--- src/rtl/ss_pkg.sv ---
// Shared types and sizing helpers for the shift-register sequencer.
package ss_pkg;

  typedef enum logic [1:0] {
    IDLE  = 2'd0,
    SHIFT = 2'd1,
    DONE  = 2'd2
  } state_e;

  localparam int DEF_WIDTH = 8;
  localparam int DEF_DEPTH = 8;

  // Counter must reach DEPTH+WIDTH (+1 with parity) without wrapping.
  function automatic int cnt_w(input int depth, input int width);
    return $clog2(depth + width + 2);
  endfunction

endpackage

--- src/rtl/ss_rr_arbiter.sv ---
// Two-way round-robin arbiter; the pointer remembers the last winner so a tie goes to the other one.
module ss_rr_arbiter (
  input  logic       clk,
  input  logic       rst_n,
  input  logic [1:0] req_valid,
  input  logic       en,
  output logic [1:0] grant,
  output logic       update
);

  logic last_q;
  logic last_d;

  always_comb begin
    grant = 2'b00;
    if (en) begin
      case (req_valid)
        2'b01:   grant = 2'b01;
        2'b10:   grant = 2'b10;
        2'b11:   grant = last_q ? 2'b01 : 2'b10;
        default: grant = 2'b00;
      endcase
    end
    update = |grant;
    last_d = update ? grant[1] : last_q;
  end

  // Reset value 1 means requester 0 wins the first tie.
  always_ff @(posedge clk or negedge rst_n) begin
    if (!rst_n) last_q <= 1'b1;
    else        last_q <= last_d;
  end

endmodule

--- src/rtl/ss_shift_sequencer.sv ---
// Shares one serial shift register between two requesters: serialize LSB-first, flush, capture, respond.
// Define SS_SEQ_PARITY_EN to append an even-parity bit and report mismatches on rsp_err.
module ss_shift_sequencer
  import ss_pkg::*;
#(
  parameter int WIDTH = DEF_WIDTH,
  parameter int DEPTH = DEF_DEPTH
) (
  input  logic             clk,
  input  logic             rst_n,
  input  logic [1:0]       req_valid,
  output logic [1:0]       req_ready,
  input  logic [WIDTH-1:0] req_data0,
  input  logic [WIDTH-1:0] req_data1,
  input  logic [1:0]       req_dir,
  output logic [1:0]       rsp_valid,
  output logic [WIDTH-1:0] rsp_data,
  output logic             rsp_err,
  output logic             busy,
  output logic             sreg_in,
  output logic             sreg_lr,
  output logic             sreg_en,
  input  logic             sreg_out
);

`ifdef SS_SEQ_PARITY_EN
  localparam int L = WIDTH + 1;
`else
  localparam int L = WIDTH;
`endif
  localparam int CW = cnt_w(DEPTH, WIDTH);
  localparam logic [CW-1:0] LAST = CW'(DEPTH + L - 1);

  state_e           state_q, state_d;
  logic [L-1:0]     word_q, word_d;
  logic [L-1:0]     cap_q, cap_d;
  logic             dir_q, dir_d;
  logic             owner_q, owner_d;
  logic [CW-1:0]    cnt_q, cnt_d;
  logic [1:0]       rsp_valid_q, rsp_valid_d;
  logic [WIDTH-1:0] rsp_data_q, rsp_data_d;
  logic             rsp_err_q, rsp_err_d;
  logic             busy_q, busy_d;
  logic             sreg_in_q, sreg_in_d;
  logic             sreg_lr_q, sreg_lr_d;
  logic             sreg_en_q, sreg_en_d;

  logic [1:0]       grant;
  logic             update;
  logic [WIDTH-1:0] sel_data;
  logic             sel_dir;
  logic [L-1:0]     sel_word;

  // Arbitration is blocked while reset is held so req_ready reads 0 in reset.
  ss_rr_arbiter u_arb (
    .clk       (clk),
    .rst_n     (rst_n),
    .req_valid (req_valid),
    .en        ((state_q == IDLE) && rst_n),
    .grant     (grant),
    .update    (update)
  );

  always_comb begin
    sel_data = grant[1] ? req_data1 : req_data0;
    sel_dir  = grant[1] ? req_dir[1] : req_dir[0];
`ifdef SS_SEQ_PARITY_EN
    sel_word = {^sel_data, sel_data};
`else
    sel_word = sel_data;
`endif
  end

  // Serial outputs are registered, so they are computed from the next counter value.
  always_comb begin
    state_d     = state_q;
    word_d      = word_q;
    cap_d       = cap_q;
    dir_d       = dir_q;
    owner_d     = owner_q;
    cnt_d       = cnt_q;
    rsp_valid_d = 2'b00;
    rsp_data_d  = rsp_data_q;
    rsp_err_d   = rsp_err_q;
    sreg_in_d   = 1'b0;
    sreg_lr_d   = 1'b0;
    sreg_en_d   = 1'b0;
    case (state_q)
      IDLE: begin
        if (update) begin
          state_d   = SHIFT;
          word_d    = sel_word;
          dir_d     = sel_dir;
          owner_d   = grant[1];
          cnt_d     = '0;
          sreg_en_d = 1'b1;
          sreg_lr_d = sel_dir;
          sreg_in_d = sel_word[0];
        end
      end
      SHIFT: begin
        for (int i = 0; i < L; i++) begin
          if (cnt_q == CW'(DEPTH + i)) cap_d[i] = sreg_out;
        end
        cnt_d = cnt_q + 1'b1;
        if (cnt_q == LAST) begin
          state_d     = DONE;
          rsp_valid_d = owner_q ? 2'b10 : 2'b01;
          rsp_data_d  = cap_d[WIDTH-1:0];
`ifdef SS_SEQ_PARITY_EN
          rsp_err_d   = cap_d[L-1] ^ (^cap_d[WIDTH-1:0]);
`else
          rsp_err_d   = 1'b0;
`endif
        end else begin
          sreg_en_d = 1'b1;
          sreg_lr_d = dir_q;
          for (int i = 0; i < L; i++) begin
            if (cnt_d == CW'(i)) sreg_in_d = word_q[i];
          end
        end
      end
      DONE:    state_d = IDLE;
      default: state_d = IDLE;
    endcase
    busy_d = (state_d != IDLE);
  end

  always_ff @(posedge clk or negedge rst_n) begin
    if (!rst_n) begin
      state_q     <= IDLE;
      word_q      <= '0;
      cap_q       <= '0;
      dir_q       <= 1'b0;
      owner_q     <= 1'b0;
      cnt_q       <= '0;
      rsp_valid_q <= 2'b00;
      rsp_data_q  <= '0;
      rsp_err_q   <= 1'b0;
      busy_q      <= 1'b0;
      sreg_in_q   <= 1'b0;
      sreg_lr_q   <= 1'b0;
      sreg_en_q   <= 1'b0;
    end else begin
      state_q     <= state_d;
      word_q      <= word_d;
      cap_q       <= cap_d;
      dir_q       <= dir_d;
      owner_q     <= owner_d;
      cnt_q       <= cnt_d;
      rsp_valid_q <= rsp_valid_d;
      rsp_data_q  <= rsp_data_d;
      rsp_err_q   <= rsp_err_d;
      busy_q      <= busy_d;
      sreg_in_q   <= sreg_in_d;
      sreg_lr_q   <= sreg_lr_d;
      sreg_en_q   <= sreg_en_d;
    end
  end

  assign req_ready = grant;
  assign rsp_valid = rsp_valid_q;
  assign rsp_data  = rsp_data_q;
  assign rsp_err   = rsp_err_q;
  assign busy      = busy_q;
  assign sreg_in   = sreg_in_q;
  assign sreg_lr   = sreg_lr_q;
  assign sreg_en   = sreg_en_q;

endmodule

--- config.mk ---
export PLATFORM = sky130hd
export DESIGN_NAME = ss_shift_sequencer
export DESIGN_NICKNAME = d
export VERILOG_FILES = /design/src/rtl/ss_pkg.sv /design/src/rtl/ss_rr_arbiter.sv /design/src/rtl/ss_shift_sequencer.sv
export SDC_FILE = /design/constraint.sdc
export NUM_CORES = 1
export LEC_CHECK = 0
export CELL_PAD_IN_SITES_DETAIL_PLACEMENT = 0
export CELL_PAD_IN_SITES_GLOBAL_PLACEMENT = 1
export CORE_UTILIZATION = 38
export DETAILED_ROUTE_END_ITERATION = 7
export PLACE_DENSITY_LB_ADDON = 0.3
export SYNTH_ARGS = -nofsm -noshare
export SYNTH_HDL_FRONTEND = slang
export SYNTH_SLANG_ARGS = --single-unit
--- constraint.sdc ---
create_clock -name clk -period 2.49 [get_ports clk]
set_clock_uncertainty 0.15 [all_clocks]
set_input_delay 0.747 -clock clk [delete_from_list [all_inputs] [get_ports clk]]
set_output_delay 0.747 -clock clk [all_outputs]
set_load 0.005 [all_outputs]
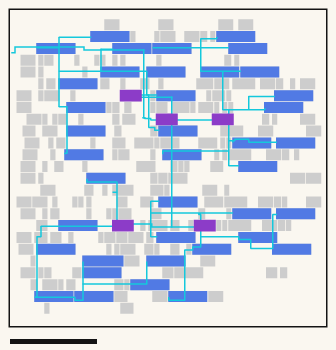
clock_wires.png
Scale bar: 20 um.
flip-flops -> blue  # count 39
clock wires -> cyan  # length 510 um
clock-net drivers -> purple  # count 5
flops lie = all over the die
routed clock nets = 6

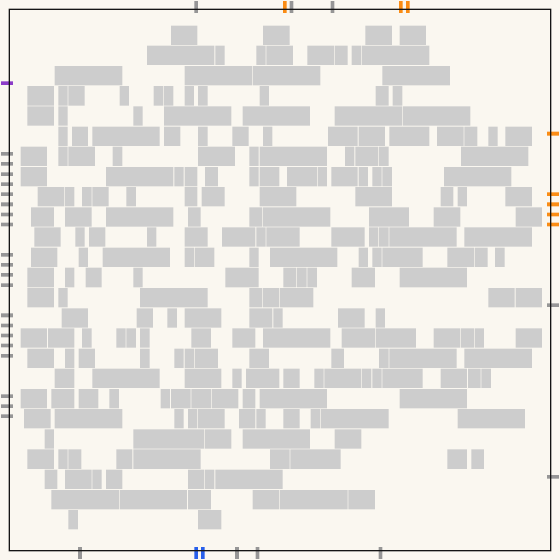
pinout.png
Pins as bars across the die edge, other pins in grey.
rsp_data -> orange  # pins 8, direction output, edge 5 right, 3 top
req_valid -> blue  # pins 2, direction input, edge bottom
clk -> purple  # pins 1, direction input, edge left
all pins by edge = 21 left, 7 right, 6 bottom, 6 top
chip width: 72.8 um
Die Y: 72.8 um
Port Buffers: 38

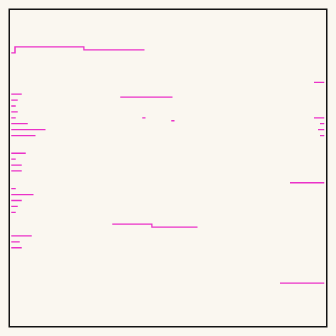
m3.png
longest straight run = 15.9 um
main direction = horizontal
share of all routed wire = 3.6%
nets with wire on the layer = 29

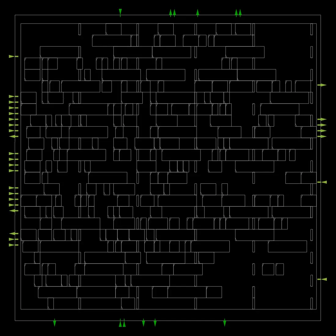
placed.png
Layout Cells excl Fill: 305
Cell Rows: 25
flop share of the area: 0.398

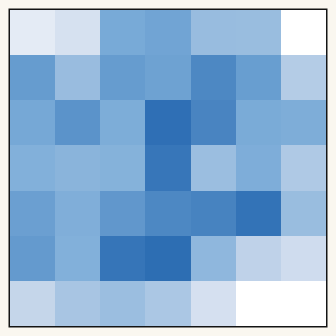
util_map.png
The die is cut into 7 by 7 equal tiles; white is low, dark blue is high, 0 to 100% covered.
nearly empty tiles = 6.1%
tiles over 75% full = 2.0%
fullest tile = 75%
densest ninth of the die = middle

==> cell usage after synthesis <==
library cell | count | area share
nor2_1 | 11 | 0.022
o2111ai_1 | 1 | 0.0046
a21oi_1 | 3 | 0.0079
mux2i_1 | 9 | 0.047
a221oi_1 | 2 | 0.0092
and2_4 | 2 | 0.0092
and3b_2 | 1 | 0.0053
buf_4 | 4 | 0.016
ha_1 | 6 | 0.039
dfstp_2 | 1 | 0.014
inv_1 | 8 | 0.016
and3_2 | 1 | 0.0039
and2b_1 | 1 | 0.0039
nor3b_2 | 2 | 0.013
nand3_1 | 5 | 0.013
inv_2 | 1 | 0.0020
mux2_2 | 2 | 0.012
or3_1 | 2 | 0.0066
nand3b_1 | 1 | 0.0039
nand2_1 | 56 | 0.11
buf_2 | 3 | 0.0079
and3_1 | 1 | 0.0033
o22ai_1 | 2 | 0.0066
xnor2_1 | 2 | 0.0092
a31oi_1 | 9 | 0.030
nand2b_1 | 2 | 0.0066
conb_1 | 1 | 0.0020
mux2_4 | 5 | 0.039
o21ai_0 | 11 | 0.029
dfrtp_1 | 38 | 0.50
o211ai_1 | 1 | 0.0039
clkbuf_1 | 2 | 0.0039
==> metal layers <==
metal / vias to the layer above / share of wire
met5: - / 0
met3: 5 / 0.036
met2: 32 / 0.46
li1: 731 / -
met4: 0 / 0.012
met1: 633 / 0.49
==> logic make-up (layout without fill, tap and decap cells) <==
kind of cell / Yosys count / count (layout) / share of synthesized area
AND-OR/OR-AND: 29 / 29 / 0.0907
XOR/XNOR: 2 / 2 / 0.00921
adder cells (fa/ha/maj): 6 / 6 / 0.0394
buffers and inverters: 18 / 60 / 0.0454
flip-flops: 39 / 39 / 0.513
multiplexers: 16 / 16 / 0.0986
other: 1 / 1 / 0.00197
AND/OR/NAND/NOR: 85 / 85 / 0.201
==> power groups by stage <==
stage               clock, uW  combinational (uW)  sequential [uW]
floorplan                   0                 722             1100
global placement            0                1110             1120
detailed placement          0                1120             1120
CTS                       445                1120             1110
global route              468                1270             1160
finish                    428                1110             1110
==> area by class of cell <==
type                            count  area [um2]
Fill cell                         474        2330
Sequential cell                    39         977
Multi-Input combinational cell    139         856
Timing Repair Buffer               44         415
Tap cell                           67        83.8
Clock buffer                        6        82.6
Inverter                            9        33.8
Clock inverter                      1        5.00
==> final timing paths <==
kind                                      start                       end  slack, ps  cells past startpoint
max reg2reg                cnt_q[0]$_DFFE_PN0P_         sreg_in$_DFF_PN0_        410                      6
min reg2reg                 owner_q$_DFFE_PN0P_    rsp_valid[0]$_DFF_PN0_        300                      1
min                         owner_q$_DFFE_PN0P_    rsp_valid[0]$_DFF_PN0_        300                      1
min in group asynchronous                 rst_n      cap_q[0]$_DFFE_PN0P_        390                      2
max                                       rst_n              req_ready[0]         90                      5
max in group asynchronous                 rst_n  u_arb.last_q$_DFFE_PN1N_       1450                      2
==> registers in the layout, indices dropped and copies added (netlist names), 2 cells and up <==
name and cells:
rsp_valid 2, cap_q 7, word_q 8, state_q 2, rsp_data 8, cnt_q 5
==> timing repair <==
action	in CTS	in global routing
pin swaps	1	0
endpoints found under the setup margin	2	1
resized	5	3
setup buffers	0	0
==> Changelog: implementation <==
### Physical design

* Layout cells sized above 1 at 0.134
* Grt ovf at 0
* Placed cell count at 298
* First-pass GRT wire length at 6.76 mm
* Max cap viols at 0
* Most frequent cells in the layout: nand2_1 (56), dfrtp_1 (38), clkdlybuf4s50_1 (33)
* Routing usage on met3 at 0.0428
* Req. time, crit path at 1590 ps
* RSZ-0062 raised after global routing: no
* Buf/Inv on CP at 3
* Hold Vio Cnt, Final at 0
* Status: finished, final reports clean
* Drt via density at 4.59
* Final GP Congestion at 0.712
* Worst-Margin Slew at 501 ps
* Yosys stat chip area at 1900 um2
* Achievable frequency at 0.416 GHz
* CTS Buf Count at 5
* Dpl cell area at 2350 um2
* Core Util, Final at 0.513
* Worst setup margin at 86.1 ps
* Most used logic cell in the final layout: nand2_1
* OpenROAD warning count at 30
* Cells along the critical path: buf_2 > nor3b_4 > nand3_2 > inv_2 > dlygate4sd2_1
* Comb power frac at 0.418
* Syn Area/Cell at 9.71 um2
* Worst vdd ir at 0.000487 V
* Cts hold-fix bufs at 0
* Hold WS at 304 ps
* Clock power frac at 0.162
* First drt pass iteration count at 4
* WL per Instance at 12.4 um
* Tmin final at 2400 ps
* Int Pwr at 1750 uW
* Flop pwr share at 0.420
* Synth Seq Share at 0.513
* Warnings from Yosys at 0
* Met2 Use GR at 0.283
* Post-route ant nets at 0
* Crit start category: input port
* Die ar. at 5290 um2
* Pin count of the biggest net entering global routing at 40
* Synthesis-to-finish area growth at 28.9%
* Tightest Hold Check Type: flip-flop to flip-flop
* Sw Ratio at 0.340
* P_leak at 0.00117 uW
* Net switching power at 902 uW
* Final Cell Area at 2450 um2
* Io pins at 40
* Setup TNS at 0 ps
* Grt peak-use layer: met2
* Worst-skew pair later-pin latency at 280 ps
* CP Capture Type: output port
* Distinct lib cells used at 32
* Max-slew headroom at 0.665
* Cell count listed in synth_stat.txt at 196
* Total GRT Usage at 0.168
* Design Power at 2650 uW
* Post-Synthesis Cells at 196
* Slew Limit Fails at 0
* Mapped cell area at 1900 um2
* DR vias at 1401
* Synthesized Nets at 225
* Power density cells at 1080 nW/um2
* FF+latch count, synth at 39
* Setup Viol. Count Final at 0
* Max clock buf depth at 2
* Core area at 4790 um2
* H-Tree Depth at 2
* Dpl hpwl at 2.72 mm
* CTS tree: yes
* Vias in the first global route at 1483
* Clock root buffer: clkbuf_8
* Max incr delay on CP at 230 ps
* Crit path max-delay family: buffers and inverters
* Clock sink total at 39
* Routed WL at 3.78 mm
* Kind of critical path: input port to output port
* Crit path max fanout at 2
Power and IR drop assume default switching activity.
